### Wiring heat map, run 1

Scale: 8 px per um. The die is cut into 8 by 9 equal tiles; white is low, dark blue is high, scaled to the fullest tile. Values are wire area over tile area, all layers added.
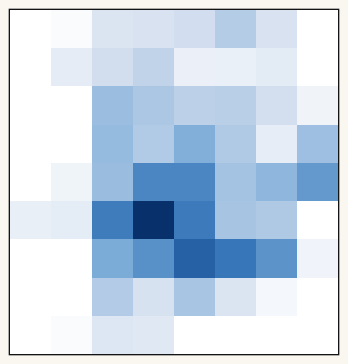
### Routing congestion, run 1

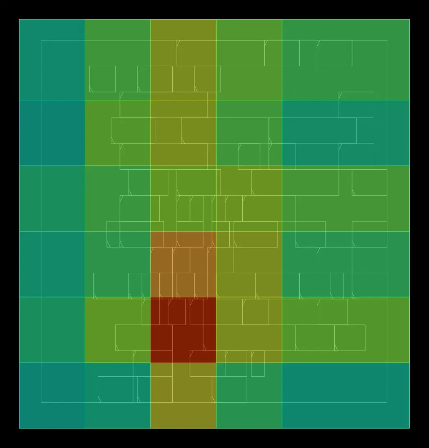
### Routed clock nets over the placement, run 1

Scale: 8 px per um.
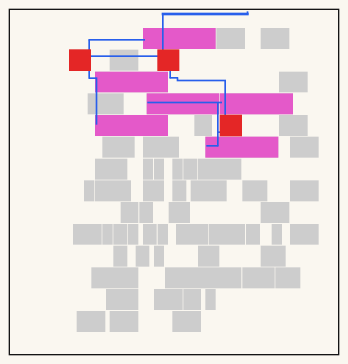
<file path="src/rtl/count_ctrl.sv">
// -----------------------------------------------------------------------------
// count_ctrl
//   Start/stop/pause controlled 3-bit counter with an optional prescaler.
//   A start pulse begins (or restarts) a run from 0. The count advances on
//   every prescaler tick up to term. It then either finishes (one-shot, done
//   pulse) or wraps back to 0 (continuous, wrap pulse).
//
//   Configuration macro: COUNT_CTRL_PRESCALE_EN
//     defined   : 4-bit prescaler, one tick every div+1 RUN cycles
//     undefined : no prescaler, a tick on every RUN cycle, div is ignored
//
// Ports
//   sysclk  in   clock, all state updates on the rising edge
//   rstn    in   asynchronous active-low reset
//   start   in   one-cycle request to begin or restart a run
//   stop    in   abort the run and return to idle (beats start)
//   pause   in   level: freeze count and prescaler while high
//   mode    in   0 = one-shot, 1 = continuous (sampled every cycle)
//   term    in   [2:0] terminal count value
//   div     in   [3:0] prescale divisor
//   count   out  [2:0] current count, registered
//   busy    out  high in RUN or HOLD
//   done    out  one-cycle pulse on one-shot completion
//   wrap    out  one-cycle pulse when a continuous run wraps term -> 0
// -----------------------------------------------------------------------------
module count_ctrl (
    input  logic       sysclk,
    input  logic       rstn,
    input  logic       start,
    input  logic       stop,
    input  logic       pause,
    input  logic       mode,
    input  logic [2:0] term,
    input  logic [3:0] div,
    output logic [2:0] count,
    output logic       busy,
    output logic       done,
    output logic       wrap
);

    typedef enum logic [1:0] {
        S_IDLE = 2'd0,
        S_RUN  = 2'd1,
        S_HOLD = 2'd2,
        S_DONE = 2'd3
    } state_t;

    state_t     state, state_nxt;
    logic [2:0] count_nxt;
    logic       wrap_nxt;
    logic       tick;
    logic       psc_clr;   // clear the prescaler (start / restart / stop)
    logic       psc_run;   // prescaler advances this cycle (unpaused RUN)

`ifdef COUNT_CTRL_PRESCALE_EN
    logic [3:0] psc;

    // The comparison always uses the live div value. If div drops below psc,
    // psc keeps counting and rolls through 15 to 0 without producing a tick.
    assign tick = (psc == div);

    always_ff @(posedge sysclk or negedge rstn) begin
        if (!rstn) begin
            psc <= 4'd0;
        end else if (psc_clr) begin
            psc <= 4'd0;
        end else if (psc_run) begin
            psc <= tick ? 4'd0 : psc + 4'd1;
        end
    end
`else
    assign tick = 1'b1;

    // div and the prescaler controls have no consumer in this build.
    logic unused_psc;
    assign unused_psc = ^{div, psc_clr, psc_run};
`endif

    // Next-state logic. Priority in RUN/HOLD is stop > start > pause > tick.
    // IDLE and DONE only react to start.
    always_comb begin
        // NOTE: every output of this block gets a default first, so no path
        // leaves a signal unassigned and no latch is inferred.
        state_nxt = state;
        count_nxt = count;
        wrap_nxt  = 1'b0;
        psc_clr   = 1'b0;
        psc_run   = 1'b0;

        unique case (state)
            S_IDLE, S_DONE: begin
                if (start) begin
                    state_nxt = S_RUN;
                    count_nxt = 3'd0;
                    psc_clr   = 1'b1;
                end else begin
                    // count keeps its value: 0 after stop, term after DONE
                    state_nxt = S_IDLE;
                end
            end

            S_RUN, S_HOLD: begin
                if (stop) begin
                    state_nxt = S_IDLE;
                    count_nxt = 3'd0;
                    psc_clr   = 1'b1;
                end else if (start) begin
                    state_nxt = S_RUN;
                    count_nxt = 3'd0;
                    psc_clr   = 1'b1;
                end else if (pause) begin
                    state_nxt = S_HOLD;
                end else if (state == S_HOLD) begin
                    // resume edge: count and prescaler stay put
                    state_nxt = S_RUN;
                end else begin
                    psc_run = 1'b1;
                    if (tick) begin
                        if (count != term) begin
                            count_nxt = count + 3'd1;
                        end else if (mode) begin
                            count_nxt = 3'd0;
                            wrap_nxt  = 1'b1;
                        end else begin
                            state_nxt = S_DONE;
                        end
                    end
                end
            end

            default: state_nxt = S_IDLE;
        endcase
    end

    always_ff @(posedge sysclk or negedge rstn) begin
        // NOTE: state registers use non-blocking assignments so every flop
        // samples the pre-edge values regardless of statement order.
        if (!rstn) begin
            state <= S_IDLE;
            count <= 3'd0;
            wrap  <= 1'b0;
        end else begin
            state <= state_nxt;
            count <= count_nxt;
            wrap  <= wrap_nxt;
        end
    end

    // Decoded straight from the state register so reset clears them at once.
    assign busy = (state == S_RUN) || (state == S_HOLD);
    assign done = (state == S_DONE);

endmodule

</file>
<file path="config.mk">
export PLATFORM = sky130hd
export DESIGN_NAME = count_ctrl
export DESIGN_NICKNAME = d
export VERILOG_FILES = /design/src/rtl/count_ctrl.sv
export SDC_FILE = /design/constraint.sdc
export NUM_CORES = 1
export LEC_CHECK = 0
export CAP_MARGIN = 40
export CORE_AREA = 2 2 39 41
export CTS_CLUSTER_DIAMETER = 30
export DETAILED_ROUTE_END_ITERATION = 10
export DIE_AREA = 0 0 41 43
export PLACE_DENSITY = 0.76
export SYNTH_ARGS = -nofsm -noshare
export SYNTH_HDL_FRONTEND = slang
export SYNTH_SLANG_ARGS = --single-unit
</file>
<file path="constraint.sdc">
create_clock -name sysclk -period 4.5 [get_ports sysclk]
set_input_delay 0.9 -clock sysclk [delete_from_list [all_inputs] [get_ports sysclk]]
set_output_delay 0.9 -clock sysclk [all_outputs]
set_load 0.01 [all_outputs]
</file>
==> flow_summary_export.csv, run 1 <==
group,metric,value,unit
power_and_ir_drop,p_seq,0.0670,mW
timing,fin_crit_sh,0.589,
cells_and_area,layout.nonclk_buf_frac,0.214,
cells_and_area,drive_gt1_frac,0.206,
timing,setup_viol_count_final,0,
setup_path,cp-startpoint,"state[0]$_DFFE_PN0P_",
power_and_ir_drop,switching_share,0.338,
synth,ys.flop_type,"dfrtp_1",
placed_design,placed_area,632,um^2
cells_and_area,flop-count,6,
die,core_area,1380,um^2
synth,synth-warning-count,0,
setup_path,cpMostUsedCell,"inv_1",
cells_and_area,instances_no_fill,79,
cells_and_area,nets,82,
synth,async_reset_ff_frac,1.00,
power_and_ir_drop,clockPowerShare,0.230,
setup_path,cpMaxStageDelayCell,"clkdlybuf4s50_1",
placed_design,place_congestion,0.761,
synth,synth_seq_share,0.318,
detailed_routing,wl_met3,46,um
setup_path,cp_top_family,"buffers and inverters",
power_and_ir_drop,pg_comb,0.0887,mW
setup_path,cp_cell_sequence,"inv_1, ha_1, inv_1, clkdlybuf4s50_1",
cells_and_area,comb_cells,34,
min_path,hold_path_startpoint,"state[1]$_DFFE_PN0P_",
timing,worst_pin_slew,344,ps
die,num_io_pins,19,
cells_and_area,clock_buffers,3,
job,cap_violations,0,
timing,hold_violations,0,
setup_path,worstPathRequired,3600,ps
die,nWellTaps,16,
min_path,min_path_type,"reg -> reg",
synth,syn_avg_cell_area,10.3,um^2
run_status,status,"finished, final reports clean",
synth,synthXorXnorAreaFrac,0.0557,
cells_and_area,regArea,150,um^2
timing,min_period,2650,ps
die,rows,14,
## Picture notes: 'Wiring heat map'
mean over tiles	0.086
nearly empty tiles	28%
fullest tile	0.37
tiles over half the peak	14%
densest ninth of the die	centre
Routed Wire Length: 966 um
gr usage total: 0.131
via count: 409
WL per Instance: 12.2 um

## Picture notes: 'Routing congestion'
post-layout util: 0.473
M1 GR Usage: 0.132
grt met2 use: 0.225

## Picture notes: 'Routed clock nets over the placement'
[magenta] flip-flops | count: 6
[blue] clock wires | length: 80.2 um
[red] clock-net drivers | count: 3
flops lie	top centre
routed clock nets	4
clk_skew: 0.950 ps
Clock Power: 0.0466 mW
worst-skew pair later-pin latency: 240 ps

### Logic cells by family, run 1

Scale: 12 px per um.
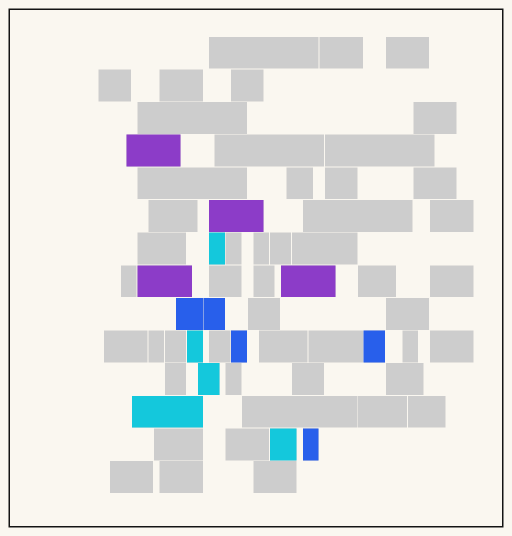

==> run 1 -> run 2 <==
--- a/config.mk
+++ b/config.mk
@@ -6,11 +6,11 @@
 export NUM_CORES = 1
 export LEC_CHECK = 0
 export CAP_MARGIN = 40
-export CORE_AREA = 2 2 39 41
+export CORE_MARGIN = 2
+export CORE_UTILIZATION = 36
 export CTS_CLUSTER_DIAMETER = 30
 export DETAILED_ROUTE_END_ITERATION = 10
-export DIE_AREA = 0 0 41 43
-export PLACE_DENSITY = 0.76
+export PLACE_DENSITY = 0.79
 export SYNTH_ARGS = -nofsm -noshare
 export SYNTH_HDL_FRONTEND = slang
 export SYNTH_SLANG_ARGS = --single-unit
==> constraint.sdc (replaced) <==
create_clock -name sysclk -period 2.13 [get_ports sysclk]
set_input_delay 0.426 -clock sysclk [delete_from_list [all_inputs] [get_ports sysclk]]
set_output_delay 0.426 -clock sysclk [all_outputs]
set_load 0.01 [all_outputs]
### Logic cells by family, run 2

Scale: 12 px per um.
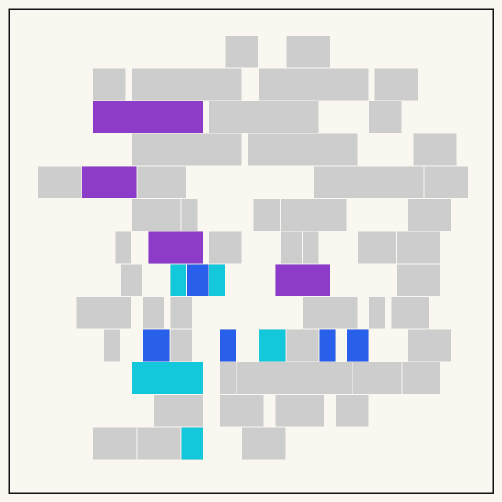
colour	family	cells
cyan	nor cells	5
purple	fa/ha/maj cells	4
blue	nand cells	5
fraction of area in multi-input gates: 0.466
final cell count without fillers: 78
most numerous logic cell after layout: clkdlybuf4s50_1

==> run 2 against run 1 <==
Against the previous run: clock skew up 4.1 ps; setup slack worse by 1500 ps; synthesized cell count unchanged; clock-buffer cell count unchanged; utilization up 5.4 points; non-clock buffer count unchanged; total power up 120%; combinational power up 130%; cell count down 1.3%; design area up 2.1%; hold slack worse by 170 ps; critical path type is now in -> reg.
==> flow_summary_export.csv, run 2 <==
group,metric,value,unit
setup_path,worstPathRequired,2290,ps
setup_path,crit_fanout,5,
detailed_routing,drt_iter0_markers,3,
synth,synthXorXnorAreaFrac,0.0557,
power_and_ir_drop,clockPowerShare,0.227,
cells_and_area,clock_buffers,3,
detailed_routing,post_drt_wl_per_cell,12.7,um
setup_path,arrival,1970,ps
global_route,grt_max_degree,7,
die,core_area,1270,um^2
setup_path,cp_top_family,"simple AND/OR/NAND/NOR gates",
synth,ys.flop_type,"dfrtp_1",
setup_path,cp_cell_sequence,"clkdlybuf4s50_1, nor3_4, nand2_1, or4_4, o211ai_2",
clocking,postCtsSetupRepairBufs,0,
detailed_routing,wl_met3,42,um
job,cap_violations,0,
synth,synth-warning-count,0,
cells_and_area,nets,82,
min_path,min_path_type,"in -> async",
power_and_ir_drop,pwr-share-seq,0.322,
die,num_io_pins,19,
clocking,clk_pin_slew_worst_paths,40,ps
cells_and_area,regArea,150,um^2
synth,synth_top_cell_by_area,"dfrtp_1",
timing,min_period,1810,ps
die,rows,13,
global_route,grtUsageMet1,0.160,
synth,syn_avg_cell_area,10.3,um^2
timing,finClkSkew,5.03,ps
power_and_ir_drop,switching_share,0.339,
run_status,status,"finished, final reports clean",
placed_design,place_congestion,0.768,
power_and_ir_drop,p_int,0.292,mW
cells_and_area,comb_cells,34,
setup_path,r2r_cells,6,
clocking,clk_latency,240,ps
cells_and_area,layout.nonclk_buf_frac,0.213,
global_route,use_met2,0.278,
detailed_routing,num_vias,397,
timing,fin_crit_sh,0.849,
die,nWellTaps,15,
cells_and_area,final_layout_top_logic_cells,"13 x clkdlybuf4s50_1, 6 x inv_1, 6 x dfrtp_1",
synth,top_cells_by_count,"6 x dfrtp_1, 6 x inv_1, 4 x a21oi_1, 4 x ha_1, 3 x xnor2_1",
synth,async_reset_ff_frac,1.00,
power_and_ir_drop,pg_clk,0.100,mW
setup_path,worst_setup_path_end_kind,"flop",
synth,synth_flop_count,6,
cells_and_area,drive_gt1_frac,0.222,
synth,synth_seq_share,0.318,
cells_and_area,flop-count,6,
synth,floorplan.nets,63,
die,fp_util,0.372,
synth,top_cell_area_share,0.318,
timing,worst_pin_slew,366,ps
power_and_ir_drop,p_comb_frac,0.451,
setup_path,cp_num_buf_inv,1,
global_route,grt-ovfl-total,0,
global_route,track_usage,0.151,
timing,setup_slack,322,ps
clocking,numCtsBuffers,3,
detailed_routing,wl,990,um
cells_and_area,fin_util,0.527,
job,warnings,32,
power_and_ir_drop,pg_comb,0.200,mW
placed_design,placed_area,631,um^2
clocking,cts_resized,1,
global_route,grt_pass1_vias,379,
setup_path,cp-start-kind,"primary input",
power_and_ir_drop,p_seq,0.142,mW
timing,setup_viol_count_final,0,
timing,hold_violations,0,
setup_path,cp-startpoint,"start",
cells_and_area,diodes,0,
setup_path,cpMaxStageDelayCell,"or4_4",
detailed_routing,via_per_inst,5.09,
### I/O pins on the die edge, run 2

Scale: 6 px per um. Pins as bars across the die edge, other pins in grey.
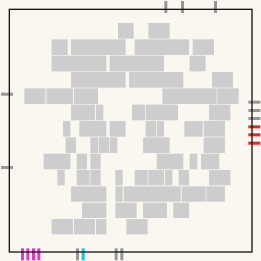
colour	port	pins	direction	edge
magenta	div	4	input	bottom
cyan	stop	1	input	bottom
red	term	3	input	right
I/O Buffers: 14
height of the die: 40.2 um
width of the die: 40.2 um

### Routed clock nets over the placement, run 2

Scale: 10 px per um.
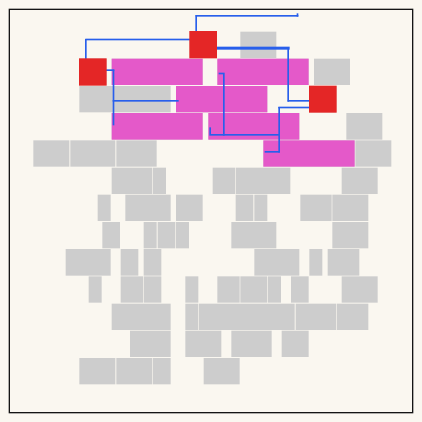

==> run 2 -> run 3 <==
==> constraint.sdc (replaced) <==
create_clock -name sysclk -period 1.6 [get_ports sysclk]
set_input_delay 0.32 -clock sysclk [delete_from_list [all_inputs] [get_ports sysclk]]
set_output_delay 0.32 -clock sysclk [all_outputs]
set_load 0.01 [all_outputs]
### Routed clock nets over the placement, run 3

Scale: 10 px per um.
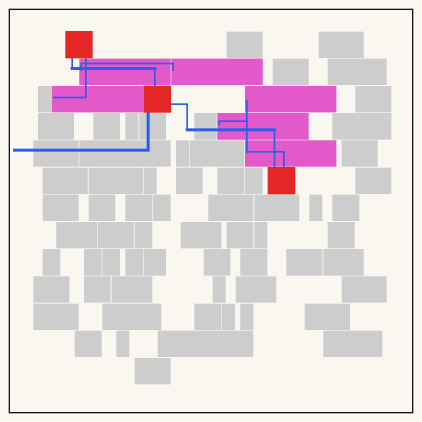
[blue] clock wires | length: 86.2 um
[red] clock-net drivers | count: 3
[magenta] flip-flops | count: 6
routed clock nets	4
clk_skew: 2.41 ps
clock network power share: 0.207
Clock Power: 0.134 mW

### Routing congestion, run 3

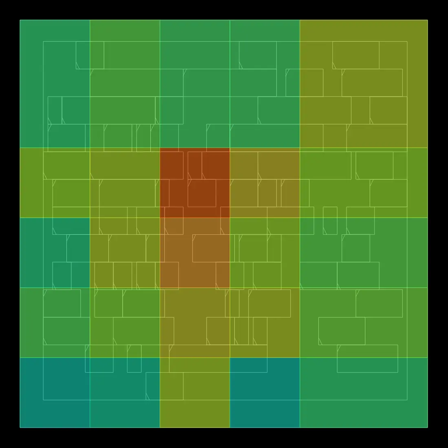
grt met2 use: 0.315
M1 GR Usage: 0.160
M3 GR Usage: 0.0833
WL per Instance: 11.7 um

==> run 3 against run 2 <==
Against the previous run: the flow now finishes with violations (negative setup slack); sequential share of layout area fell by 3.6 points; sequential cell count did not move; via count rose by 13%; global-route usage rose by 1.7 points; first-iteration DRC count rose by 67%; highest routed layer unchanged; synthesized cell count did not move; clock power rose by 34%; non-clock buffer count rose by 11.
==> flow_summary_export.csv, run 3 <==
group,metric,value,unit
run_status,status,"complete, but fails checks",
run_status,violations,"negative setup slack",
synth,async_reset_ff_frac,1.00,
power_and_ir_drop,p_seq,0.180,mW
global_route,antenna_found_initial,0,
setup_path,worst_setup_path_end_kind,"flop",
cells_and_area,comb_cells,34,
timing,setup_tns,-61.7,ps
timing,hold_violations,0,
power_and_ir_drop,pg_comb,0.334,mW
detailed_routing,drt_iter0_markers,5,
cells_and_area,comb_share,0.444,
detailed_routing,via_per_inst,5.02,
synth,syn_avg_cell_area,10.3,um^2
cells_and_area,instances_no_fill,89,
setup_path,cpMaxStageDelayCell,"clkdlybuf4s50_1",
cells_and_area,diodes,0,
global_route,grt_most_used_layer,"met2",
setup_path,worstPathRequired,1720,ps
cells_and_area,fin_util,0.626,
cells_and_area,final_layout_top_logic_cells,"11 x buf_4, 8 x clkdlybuf4s50_1, 6 x dfrtp_1",
cells_and_area,nets,93,
die,core_area,1270,um^2
power_and_ir_drop,p_int,0.430,mW
job,cap_violations,0,
synth,top_cell_area_share,0.318,
power_and_ir_drop,pwr-share-seq,0.278,
setup_path,cp_cell_sequence,"clkdlybuf4s50_1, xnor2_2, and3_4, a221oi_4, mux2_4",
cells_and_area,flop-count,6,
setup_path,crit_fanout,4,
power_and_ir_drop,p_leak,0.393,nW
clocking,clk_latency,240,ps
timing,min_period,1640,ps
min_path,min_path_type,"in -> async",
placed_design,place_congestion,0.693,
die,die-area,1620,um^2
synth,synth_flop_count,6,
setup_path,r2r_cells,6,
timing,setup_viol_count_final,4,
global_route,track_usage,0.169,
setup_path,cp_top_family,"buffers and inverters",
die,rows,13,
detailed_routing,num_vias,447,
cells_and_area,final_common_cell,"buf_4",
cells_and_area,clock_buffers,3,
die,nWellTaps,15,
cells_and_area,layout.nonclk_buf_frac,0.287,
die,fp.dieH,40.2,um
detailed_routing,wl,1.04,mm
global_route,grt-ovfl-total,0,
power_and_ir_drop,p_comb_frac,0.515,
timing,setup_slack,-38.2,ps
clocking,cts_resized,7,
die,die_x,40.2,um
timing,fin_crit_sh,1.02,
setup_path,cp-startpoint,"term[1]",
setup_path,crit_end,"count[1]$_DFFE_PN0P_",
clocking,postCtsSetupRepairBufs,2,
synth,synth-adder-area-share,0.106,
setup_path,arrival,1760,ps
synth,synthXorXnorAreaFrac,0.0557,
power_and_ir_drop,switching_share,0.336,
detailed_routing,wl_met3,74,um
clocking,numCtsBuffers,3,
global_route,grt_max_degree,7,
placed_design,place_inst,84,
synth,synth-warning-count,0,
setup_path,cp-start-kind,"primary input",
setup_path,cp_num_buf_inv,1,
setup_path,slowest_delay,440,ps
timing,whs,314,ps
synth,synth_seq_share,0.318,
synth,top_cells_by_count,"6 x dfrtp_1, 6 x inv_1, 4 x a21oi_1, 4 x ha_1, 3 x xnor2_1",
placed_design,placed_area,716,um^2
cells_and_area,drive_gt1_frac,0.446,
clocking,clk_pin_slew_worst_paths,40,ps
die,num_io_pins,19,
cells_and_area,regArea,150,um^2
die,fp_util,0.372,
synth,synth_top_cell_by_area,"dfrtp_1",
power_and_ir_drop,maxPowerGroup,"combinational cells",
cells_and_area,sh_seq_area,0.189,
global_route,grt_pass1_vias,449,
job,warnings,35,
timing,worst_pin_slew,379,ps
placed_design,portBuffers,14,
No activity file was given, so power comes from the tool's default toggle rates.
